==> config.mk <==
export PLATFORM = sky130hd
export DESIGN_NAME = otter_intrpt_ctrl
export DESIGN_NICKNAME = d
export VERILOG_FILES = /design/src/rtl/otter_intrpt_ctrl.sv
export SDC_FILE = /design/constraint.sdc
export NUM_CORES = 1
export LEC_CHECK = 0
export CORE_MARGIN = 5
export CORE_UTILIZATION = 35
export CTS_CLUSTER_SIZE = 12
export DETAILED_ROUTE_END_ITERATION = 10
export GPL_TIMING_DRIVEN = 0
export PLACE_DENSITY_LB_ADDON = 0.3
export SETUP_SLACK_MARGIN = 0.5
export SKIP_CTS_REPAIR_TIMING = 1
export SLEW_MARGIN = 30
export SYNTH_ARGS = -nofsm -noshare
export SYNTH_HDL_FRONTEND = slang
export SYNTH_SLANG_ARGS = --single-unit
==> constraint.sdc <==
create_clock -name clk -period 1.35 [get_ports clk]
set_input_delay 0.27 -clock clk [delete_from_list [all_inputs] [get_ports clk]]
set_output_delay 0.27 -clock clk [all_outputs]
set_load 0.02 [all_outputs]
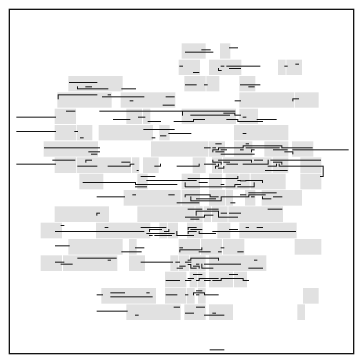
**Above:** run 1 (metal 1).
Drawn at 6 px/um.
97 nets have wire on it. The layer carries 563 um of wire. The layer holds 38% of the routed length. The wires run mostly horizontal.
routed vias: 572
final wirelength: 1500 um
GRT met1 Usage: 10.04%

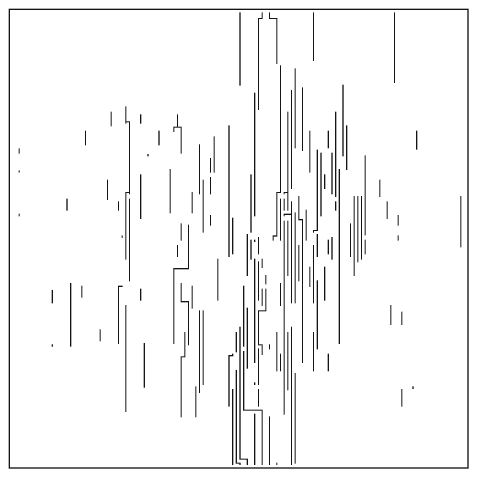
**Above:** run 1 (M2 wires).
Drawn at 8 px/um.
The layer holds 53% of the routed length. 97 nets have wire on it. The wires run mostly vertical.
M2 GR Usage: 17.29%

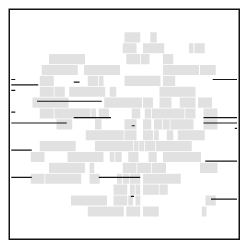
**Above:** run 1 (the metal 3 layer).
Drawn at 4 px/um.
The longest straight run is 15.9 um. The layer carries 104 um of wire. 16 nets have wire on it. The layer holds 7.0% of the routed length. The wires run mostly horizontal.
Global Route met3 Usage: 3.167%

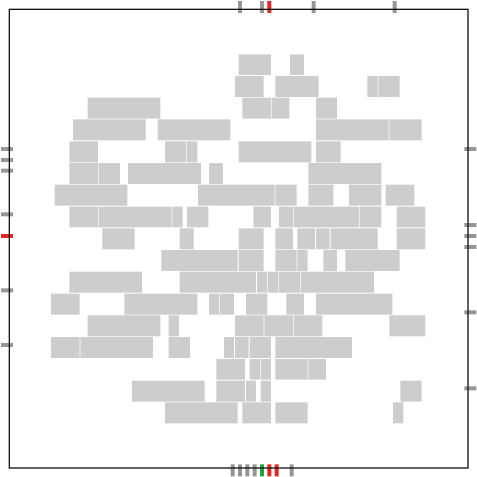
**Above:** run 1 (pin map).
Drawn at 8 px/um. Pins as bars across the die edge, other pins in grey.
Key: red = pending [pins 4, direction output, edge 2 south, 1 north, 1 west]; green = pend_clr_vld [pins 1, direction input, edge south]
All pins by edge: 8 south, 7 west, 6 east, 5 north.
Die Y: 57.16 um
Port Buffer Count: 23

==> results.txt, run 1 <==
Status - complete, no violations
Met3 WL - 104 um
Tool warnings - 28
CTS sink count - 21
NetSw - 485.8 uW
Layout cell share with drive strength beyond 1 - 35.48%
Max Cap Viol - 0
Synth Area in Compound Gates - 12.38%
Worst EP arrival - 1.44 ns
Highest Signal Layer - met4
Number of global-route vias before repair - 618
Clock buffers created by TritonCTS - 3
Register area - 531.8 um2
Clock buffer depth - 2
Layout area overhead - 46.79%
Ant. Diodes - 0
Final hold viol count - 0
Top cells by area - dfrtp_1 68%, nand2_1 5.3%, o21ai_2 3.4%
# fillers - 204
DR vias/cell - 4.727
Nets@finish - 111
Comb pwr share - 30.7%
Placed insts - 114
[run 1: stage by stage]
| stage | TNS, ns | instance area [um2] |
|---|---|---|
| after floorplan | 0 | 798.3 |
| after global placement | -0.8410 | 1064 |
| after detailed placement | -0.9074 | 1064 |
| after CTS | -1.699 | 1090 |
| after global routing | 0 | 1142 |
| final | 0 | 1142 |
[run 1: critical path: stages]
cell             delay (ns)
clkdlybuf4s50_1        0.49
nor3b_4                0.26
o21ai_4                0.11
mux2_4                 0.31
[run 1: power by group through the flow]
| stage | clock (mW) | sequential, mW | combinational [mW] |
|---|---|---|---|
| final | 0.292 | 0.799 | 0.483 |
| after global routing | 0.327 | 0.812 | 0.523 |
| after CTS | 0.302 | 0.796 | 0.417 |
| after detailed placement | 0 | 0.808 | 0.414 |
| after global placement | 0 | 0.805 | 0.412 |
| after floorplan | 0 | 0.854 | 0.167 |
[run 1: per-layer routing]
layer / up-vias / global-route usage [%]
met5: - / 0
met4: 0 / 5.629
met3: 6 / 3.167
met2: 20 / 17.29
met1: 280 / 10.04
li1: 266 / -
[run 1: cell usage in the layout, fill, tap and decap left out, drive strengths merged]
master,netlist,layout
nand3,1,1
clkdlybuf4s50,0,16
mux2,1,1
inv,7,6
o211ai,2,2
a21boi,1,1
buf,2,10
nand4bb,1,1
dlymetal6s2s,0,1
nand3b,1,1
nand2,11,11
nor3b,1,1
mux4,1,1
o21ai,7,7
o311ai,2,2
dfrtp,21,21
clkbuf,0,5
conb,1,2
a21oi,2,2
clkinvlp,0,1
[run 1: final cells by class]
class | count | share of cell area (%)
Inverter | 7 | 2.629
Timing Repair Buffer | 26 | 22.45
Clock buffer | 4 | 2.300
Tap cell | 28 | 3.067
Multi-Input combinational cell | 33 | 21.69
Sequential cell | 21 | 46.55
Buffer | 2 | 1.314
[run 1: kinds of logic (layout without fill, tap and decap cells)]
group,Yosys count,in the layout
DFF,21,21
and+or+nand+nor,15,15
AOI/OAI and AO/OA,14,14
buffers and inverters,9,39
muxes,2,2
other,1,2
[run 1: synthesized netlist by cell type (2+ instances only)]
master    number
dfrtp_1       21
o211ai_1       2
o21ai_2        3
a21oi_1        2
o311ai_0       2
buf_4          2
inv_1          6
nand2_1       11
o21ai_0        4
**Run 1: routing congestion map**

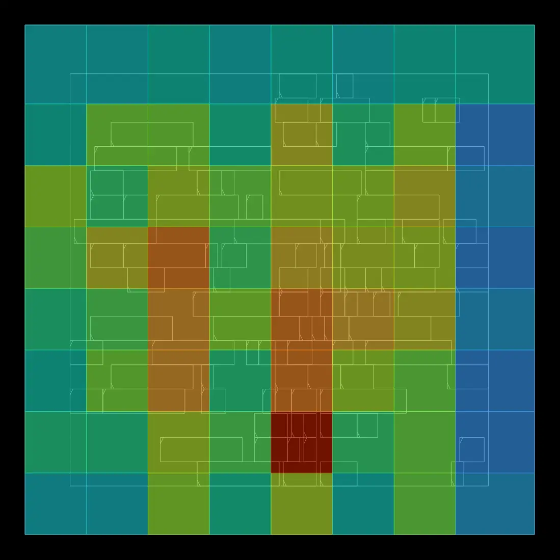

--- run 2 (diff from run 1) ---
Settings changed: SKIP_CTS_REPAIR_TIMING 1 to unset.
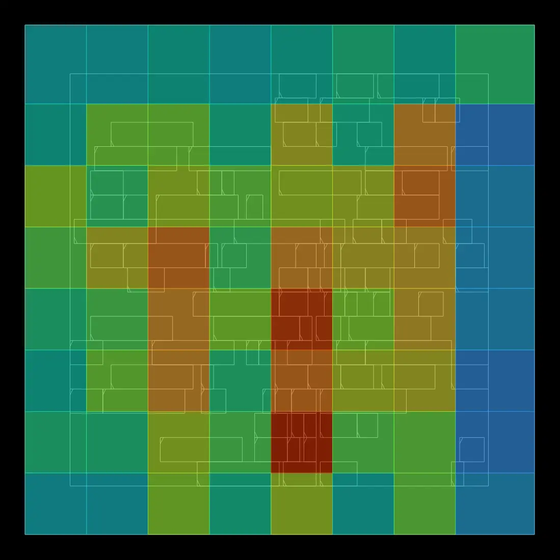
**Above:** run 2 (routing congestion map).
WL/cell: 13.04 um
M2 GR Usage: 21.21%
busiest layer in global routing: met2
GRT met1 Usage: 11.48%
final core utilization: 53.63%

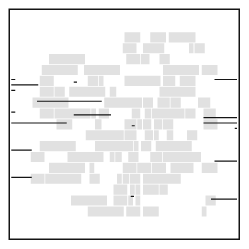
**Above:** run 2 (the metal 3 layer).
Drawn at 4 px/um.
The layer carries 90.4 um of wire. The layer holds 5.6% of the routed length. 15 nets have wire on it.
final wirelength: 1604 um
routed vias: 580

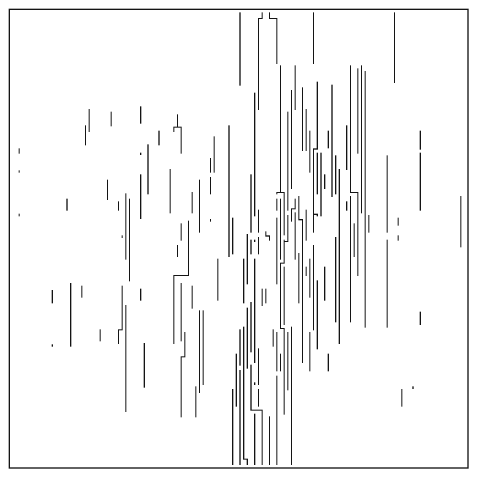
**Above:** run 2 (M2 wires).
Drawn at 8 px/um.
The layer holds 55% of the routed length. The longest straight run is 32.0 um.

==> run 2 against run 1 <==
  * Register-to-register slack about the same
  * Combinational power increased by 16%
  * Hold slack improved by 0.0026 ns
  * Maximum frequency increased by 1.2%
  * Total power increased by 4.3%
  * Synthesized area unchanged
  * Cell area increased by 1.9%
  * Cell count increased by 1.7%
  * Critical path depth decreased by 1
  * Largest power group unchanged
  * Largest cell class unchanged
  * Critical endpoint unchanged
  * Clock skew decreased by 0.0029 ns
  * Highest routed layer unchanged
  * Wire length increased by 6.9%
  * Die area unchanged
==> results.txt, run 2 <==
Yosys Instances - 62
Clk ins delay skew pair - 0.30 ns
CTS sink count - 21
Port Buffer Count - 23
Fin Clk Skew - 0.0003426 ns
GR Util All Layers - 11.29%
Layout cell share with drive strength beyond 1 - 38.95%
Tool warnings - 29
Clock buffers created by TritonCTS - 3
Worst EP arrival - 1.43 ns
Post-synth top cells - 21 x dfrtp_1, 11 x nand2_1, 6 x inv_1
Top cells excl fill/tap - 16 x dfrtp_1, 14 x clkdlybuf4s50_1, 7 x buf_4, 7 x buf_6, 6 x nand2_2
Layout area overhead - 49.52%
Number of global-route vias before repair - 668
First-pass GRT wire length - 2822 um
Top cells by area - dfrtp_1 68%, nand2_1 5.3%, o21ai_2 3.4%
Synth top cell by count - dfrtp_1
DR vias/cell - 4.715
Ant. Diodes - 0
Min Tclk post-route - 1.232 ns
Critical Path RT - 1.54 ns
Max-area cell share - 67.52%
Synth Seq Share - 67.52%
Max Cap Viol - 0
Setup ws final - 0.1184 ns
Clock buffer depth - 2
Total Power - 1.643 mW
Post-synth ARST share - 100.0%
Status - complete, no violations
Largest net degree at the start of global routing - 22
Nets@finish - 113
# setup viols final - 0
Synth Warn # - 0
HP Class - input port to asynchronous set/reset pin
Initial Util - 35.87%
Die Y - 57.16 um
Leakage - 0.5206 nW
Top cell excl fill/tap - dfrtp_1
Final hold viol count - 0
[run 2: stage by stage]
step | hold slack, ns | instances | area [um2] | TNS, ns
after floorplan | 0.2462 | 63 | 798.3 | 0
after global placement | 0.3323 | 114 | 1064 | -0.8410
after detailed placement | 0.3365 | 114 | 1064 | -0.9074
after CTS | 0.3199 | 123 | 1147 | 0
after global routing | 0.3433 | 123 | 1164 | 0
final | 0.3093 | 123 | 1164 | 0
[run 2: cell families (layout without fill, tap and decap cells)]
family / after synthesis / after routing / share of synthesized area, %
flops: 21 / 21 / 67.52
mux: 2 / 2 / 4.341
compound gates: 14 / 14 / 12.38
buf+inv: 9 / 41 / 5.304
simple gates: 15 / 15 / 9.967
other cells: 1 / 2 / 0.4819
[run 2: repair_timing]
item / 4_1_cts / 5_1_grt
setup buffers: 5 / 0
pin swaps: 3 / 1
hold buffers: 0 / 0
resized: 48 / 5
setup endpoints to repair: 36 / 16
[run 2: power by group]
part / switching (mW) / internal (mW)
Sequential: 0.0724 / 0.714
Clock: 0.179 / 0.115
Combinational: 0.257 / 0.304
Total: 0.509 / 1.13
[run 2: metal layers]
metal | GRT usage [%] | up-vias | wire [um]
met4 | 4.967 | 0 | 29
met5 | 0 | - | 0
li1 | - | 272 | -
met3 | 3.167 | 6 | 90
met2 | 21.21 | 17 | 889
met1 | 11.48 | 285 | 594
[run 2: final cells by class]
cell class / count / area (um2)
Fill cell: 199 / 1006
Sequential cell: 21 / 531.8
Timing Repair Buffer: 28 / 274.0
Multi-Input combinational cell: 33 / 251.5
Tap cell: 28 / 35.03
Inverter: 7 / 30.03
Clock buffer: 4 / 26.28
Buffer: 2 / 15.01
[run 2: critical path: stages (launching register included)]
cell and delay, ns:
dfrtp_1 0.44, nor3b_4 0.28, o21ai_4 0.10, mux2_4 0.31
Power figures rest on the tool's default switching activity, not on a simulated workload.
